$ cat config.mk
export PLATFORM = sky130hd
export DESIGN_NAME = logic_unit_arbiter
export DESIGN_NICKNAME = d
export VERILOG_FILES = /design/src/rtl/logic_unit_arbiter.sv
export SDC_FILE = /design/constraint.sdc
export NUM_CORES = 1
export LEC_CHECK = 0
export CORE_AREA = 2 2 126 189
export CTS_CLUSTER_DIAMETER = 100
export DETAILED_ROUTE_END_ITERATION = 7
export DIE_AREA = 0 0 128 191
export PLACE_DENSITY = 0.82
export SYNTH_ARGS = -nofsm -noshare
export SYNTH_HDL_FRONTEND = slang
export SYNTH_SLANG_ARGS = --single-unit
$ cat constraint.sdc
create_clock -name clk -period 2.8 [get_ports clk]
set_input_delay 0.56 -clock clk [delete_from_list [all_inputs] [get_ports clk]]
set_output_delay 0.56 -clock clk [all_outputs]
set_load 0.02 [all_outputs]
$ cat src/rtl/logic_unit_arbiter.sv
// logic_unit_arbiter: round-robin arbiter that shares one WIDTH-bit,
// 8-operation logic unit between NREQ requesters. Each transaction is
// captured in IDLE, computed in EXEC and held in RESP until accepted.
module logic_unit_arbiter #(
  parameter int NREQ  = 4,
  parameter int WIDTH = 32,
  parameter int ID_W  = 2
) (
  input  logic                  clk,
  input  logic                  rst_n,
  input  logic [NREQ-1:0]       req_valid,
  output logic [NREQ-1:0]       req_ready,
  input  logic [3*NREQ-1:0]     req_op,
  input  logic [WIDTH*NREQ-1:0] req_a,
  input  logic [WIDTH*NREQ-1:0] req_b,
  output logic                  rsp_valid,
  input  logic                  rsp_ready,
  output logic [ID_W-1:0]       rsp_id,
  output logic [WIDTH-1:0]      rsp_data,
  output logic                  busy,
  output logic [15:0]           ops_done
);

  typedef enum logic [1:0] {
    ST_IDLE = 2'd0,
    ST_EXEC = 2'd1,
    ST_RESP = 2'd2
  } state_e;

  typedef enum logic [2:0] {
    OP_AND  = 3'b000,
    OP_XOR  = 3'b001,
    OP_NAND = 3'b010,
    OP_OR   = 3'b011,
    OP_NOTA = 3'b100,
    OP_NOR  = 3'b101,
    OP_NEGA = 3'b110,
    OP_XNOR = 3'b111
  } op_e;

  state_e            state_q, state_d;
  logic [ID_W-1:0]   rr_ptr_q, rr_ptr_d;
  logic [ID_W-1:0]   grant_q, grant_d;
  logic [2:0]        op_q, op_d;
  logic [WIDTH-1:0]  a_q, a_d;
  logic [WIDTH-1:0]  b_q, b_d;
  logic              rsp_valid_q, rsp_valid_d;
  logic [ID_W-1:0]   rsp_id_q, rsp_id_d;
  logic [WIDTH-1:0]  rsp_data_q, rsp_data_d;
  logic [15:0]       ops_done_q, ops_done_d;

  logic [2*NREQ-1:0] valid_dbl;
  logic [2*NREQ-1:0] valid_rot;
  logic [ID_W:0]     grant_sum;
  logic [ID_W-1:0]   grant;
  logic              grant_found;
  logic              accept;
  logic [2:0]        sel_op;
  logic [WIDTH-1:0]  sel_a;
  logic [WIDTH-1:0]  sel_b;
  logic [WIDTH-1:0]  alu_res;

  // Round-robin search: rotate the valid vector so rr_ptr sits at bit 0,
  // take the first set bit, then map the offset back to a requester index.
  always_comb begin
    // NOTE: every signal written here gets a default first so no path
    // leaves it unassigned, which would otherwise infer a latch.
    valid_dbl   = {req_valid, req_valid};
    valid_rot   = valid_dbl >> rr_ptr_q;
    grant_found = 1'b0;
    grant_sum   = '0;
    grant       = '0;
    for (int k = 0; k < NREQ; k++) begin
      if (!grant_found && valid_rot[k]) begin
        grant_found = 1'b1;
        grant_sum   = {1'b0, rr_ptr_q} + (ID_W+1)'(k);
      end
    end
    if (grant_sum >= (ID_W+1)'(NREQ)) begin
      grant_sum = grant_sum - (ID_W+1)'(NREQ);
    end
    grant = grant_sum[ID_W-1:0];
  end

  // Only the granted requester sees ready, and only in IDLE out of reset.
  always_comb begin
    req_ready = '0;
    if (rst_n && (state_q == ST_IDLE) && grant_found) begin
      req_ready = NREQ'(1) << grant;
    end
  end

  assign accept = rst_n && (state_q == ST_IDLE) && grant_found;

  // Operand mux: pick the granted requester's opcode and operands.
  always_comb begin
    sel_op = '0;
    sel_a  = '0;
    sel_b  = '0;
    for (int k = 0; k < NREQ; k++) begin
      if (ID_W'(k) == grant) begin
        sel_op = req_op[3*k +: 3];
        sel_a  = req_a[WIDTH*k +: WIDTH];
        sel_b  = req_b[WIDTH*k +: WIDTH];
      end
    end
  end

  // Logic unit operating on the captured operands.
  always_comb begin
    alu_res = '0;
    case (op_e'(op_q))
      OP_AND:  alu_res = a_q & b_q;
      OP_XOR:  alu_res = a_q ^ b_q;
      OP_NAND: alu_res = ~(a_q & b_q);
      OP_OR:   alu_res = a_q | b_q;
      OP_NOTA: alu_res = ~a_q;
      OP_NOR:  alu_res = ~(a_q | b_q);
      OP_NEGA: alu_res = '0 - a_q;
      OP_XNOR: alu_res = ~(a_q ^ b_q);
      default: alu_res = '0;
    endcase
  end

  // Next-state and register-update logic for the three-state transaction FSM.
  always_comb begin
    state_d     = state_q;
    rr_ptr_d    = rr_ptr_q;
    grant_d     = grant_q;
    op_d        = op_q;
    a_d         = a_q;
    b_d         = b_q;
    rsp_valid_d = rsp_valid_q;
    rsp_id_d    = rsp_id_q;
    rsp_data_d  = rsp_data_q;
    ops_done_d  = ops_done_q;
    case (state_q)
      ST_IDLE: begin
        if (accept) begin
          grant_d = grant;
          op_d    = sel_op;
          a_d     = sel_a;
          b_d     = sel_b;
          state_d = ST_EXEC;
        end
      end
      ST_EXEC: begin
        rsp_data_d  = alu_res;
        rsp_id_d    = grant_q;
        rsp_valid_d = 1'b1;
        state_d     = ST_RESP;
      end
      ST_RESP: begin
        if (rsp_ready) begin
          rsp_valid_d = 1'b0;
          ops_done_d  = ops_done_q + 16'd1;
          rr_ptr_d    = (grant_q == ID_W'(NREQ-1)) ? '0 : grant_q + ID_W'(1);
          state_d     = ST_IDLE;
        end
      end
      default: state_d = ST_IDLE;
    endcase
  end

  // State register with synchronous active-low reset that clears everything.
  always_ff @(posedge clk) begin
    if (!rst_n) begin
      state_q     <= ST_IDLE;
      rr_ptr_q    <= '0;
      grant_q     <= '0;
      op_q        <= '0;
      a_q         <= '0;
      b_q         <= '0;
      rsp_valid_q <= 1'b0;
      rsp_id_q    <= '0;
      rsp_data_q  <= '0;
      ops_done_q  <= '0;
    end else begin
      // NOTE: non-blocking so every register samples pre-edge values,
      // independent of statement order.
      state_q     <= state_d;
      rr_ptr_q    <= rr_ptr_d;
      grant_q     <= grant_d;
      op_q        <= op_d;
      a_q         <= a_d;
      b_q         <= b_d;
      rsp_valid_q <= rsp_valid_d;
      rsp_id_q    <= rsp_id_d;
      rsp_data_q  <= rsp_data_d;
      ops_done_q  <= ops_done_d;
    end
  end

  assign rsp_valid = rsp_valid_q;
  assign rsp_id    = rsp_id_q;
  assign rsp_data  = rsp_data_q;
  assign ops_done  = ops_done_q;
  assign busy      = (state_q != ST_IDLE);

endmodule

Sizing map:
Bar = 50 µm.
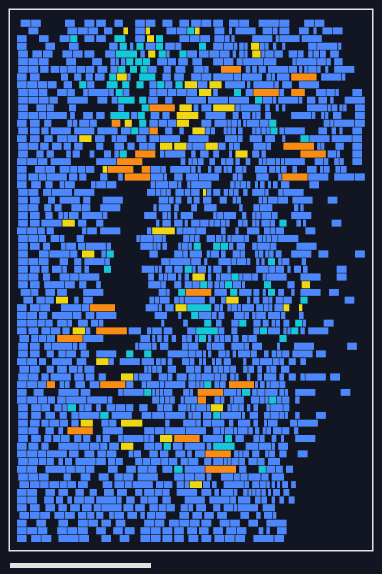
x1 and smaller: in blue, cells 1442, share 91%. x6 and larger: in orange, cells 28, share 1.8%. x3 and x4: in cyan, cells 79, share 5.0%. x2: in yellow, cells 43, share 2.7%.
Signal buffers: 396
Final Instance Area: 14580 µm²
Final WS setup: 0.09342 ns
area delta synth->final: 41.56%

The metal 4 layer:
Bar = 50 µm.
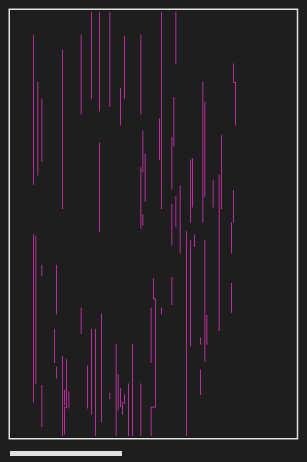
The longest straight run is 91.1 µm. The layer carries 2080 µm of wire. 62 nets have wire on it. The wires run mostly vertical. The layer holds 5.2% of the routed length.
vias: 11870
total routed wirelength: 39910 µm

The clock network:
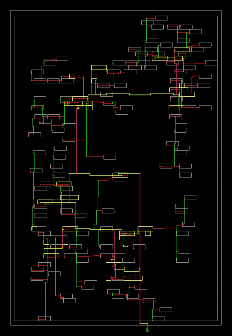
Clock Skew: 0.008686 ns
Clock Sinks: 124
clk_lat worst skew: 0.43 ns
Clock group: 2.34 mW

Clock wires, drivers and flops:
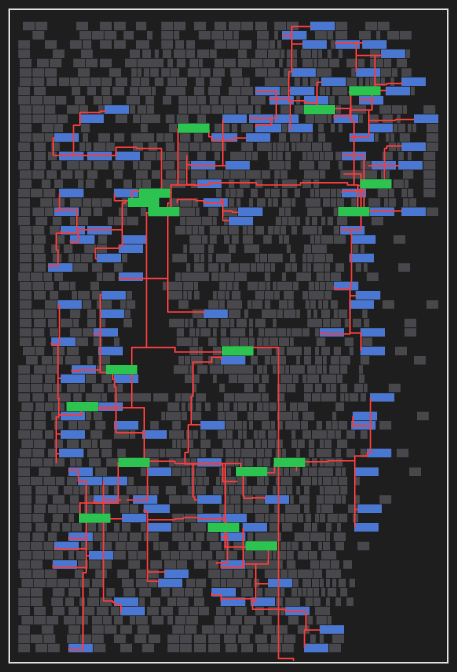
clock wires: in red, length 1830 µm. flip-flops: in blue, count 124. clock-net drivers: in green, count 17.
There are 18 routed clock nets.
Clk pwr share: 0.287

==> run summary <==
run results: leak pwr 5.289 nW, Crit-path slowest cell clkdlybuf4s50_1, R2R Path Start rr_ptr_q[0]$_SDFFE_PN0P_, met1 usage 0.3753, sequential cell area share 0.1705, mux share of post-synthesis cell area 0.07991, worst vdd ir roughly 0.5 mV, outcome complete, no violations, Worst R2R Setup Slack around 0.32 ns, cell count along the critical path 7, Yosys chip area slightly above 10000 µm², ANT cells 1, largest net degree at the start of global routing between 60 and 70, CP startpoint req_valid[3], DR top layer met4, Startpoint Class input pin, worst-margin pin slew approximately 0.88 ns, met3 wire length between 3000 and 4000 µm, Met1 Wirelength approximately 15000 µm, cell family with most CP delay buffers and inverters, Critical Path Sink req_ready[3], # Max-Cap Violations 0, Well-Tap Cells between 200 and 300, GR Util All Layers 0.3192, synth top area cells dfxtp_1 24%, a211oi_1 9.3%, ha_1 8.1%, first-pass GRT wire length between 60000 and 70000 µm, Avg Cell Area, Syn 7.980 µm², RSZ-0062 raised after global routing false, Post-DP Area between 10000 and 15000 µm², Global Route met2 Usage 0.5413, MI comb cells 969, Post-Syn Area just over 10000 µm², worst min-delay path endpoint rsp_data[11]$_SDFFE_PN0P_, Final #Nets between 1500 and 2000, GPL Wtd Cong ~0.95, dpl hpwl 30410 µm, Overall Power a little over 8 mW, combinational power around 3.4 mW, die outline height around 190 µm, fraction of area in multi-input gates 0.4837, critical path class in2out, Port Buffer Count around 330, Reg clk slew, reported paths 0.06 ns, number of DRC markers in iteration 0 just over 900, CP max stage delay a little over 0.5 ns, Hold WC Path Type reg2reg, layout clock buffer count 18, largest class multi-input combinational cells, DRC Markers 0, H-tree depth 4, critical-path maximum fanout 10, synthesized instance count 1291, Root Driver clkbuf_16, final core occ 0.6396, Critical Path AT roughly 2.2 ns, hold-critical path depth 2, Seq Cell Count about 120, hold_ws roughly 0.45 ns, Die W ~130 µm, clock tree buffer depth 2, die area ~24000 µm², Logic area about 7000 µm², Max Fclk approximately 370 MHz, vias per cell approximately 6.3, yosys cell count 1291, biggest area consumer among synthesized cells dfxtp_1
[layout by cell type, fill, tap and decap left out, types with 37 or more instances in the layout]
master,Yosys,layout
dfxtp_1,124,121
nand3_1,37,37
clkdlybuf4s50_1,0,322
a211oi_1,128,128
o21ai_0,48,48
ha_1,67,67
nand2_1,62,62
a21oi_1,149,148
inv_1,68,68
nor4b_1,67,67
nor2_1,61,60
buf_4,3,65
mux2i_1,80,80
[flip-flops by register name (all words and copies together), names as in the netlist]
signal / flops
op_q: 3
rsp_data: 32
b_q: 32
rsp_valid: 1
rsp_id: 2
state_q: 2
rr_ptr_q: 2
ops_done: 16
grant_q: 2
a_q: 32
No activity file was given, so power comes from the tool's default toggle rates.
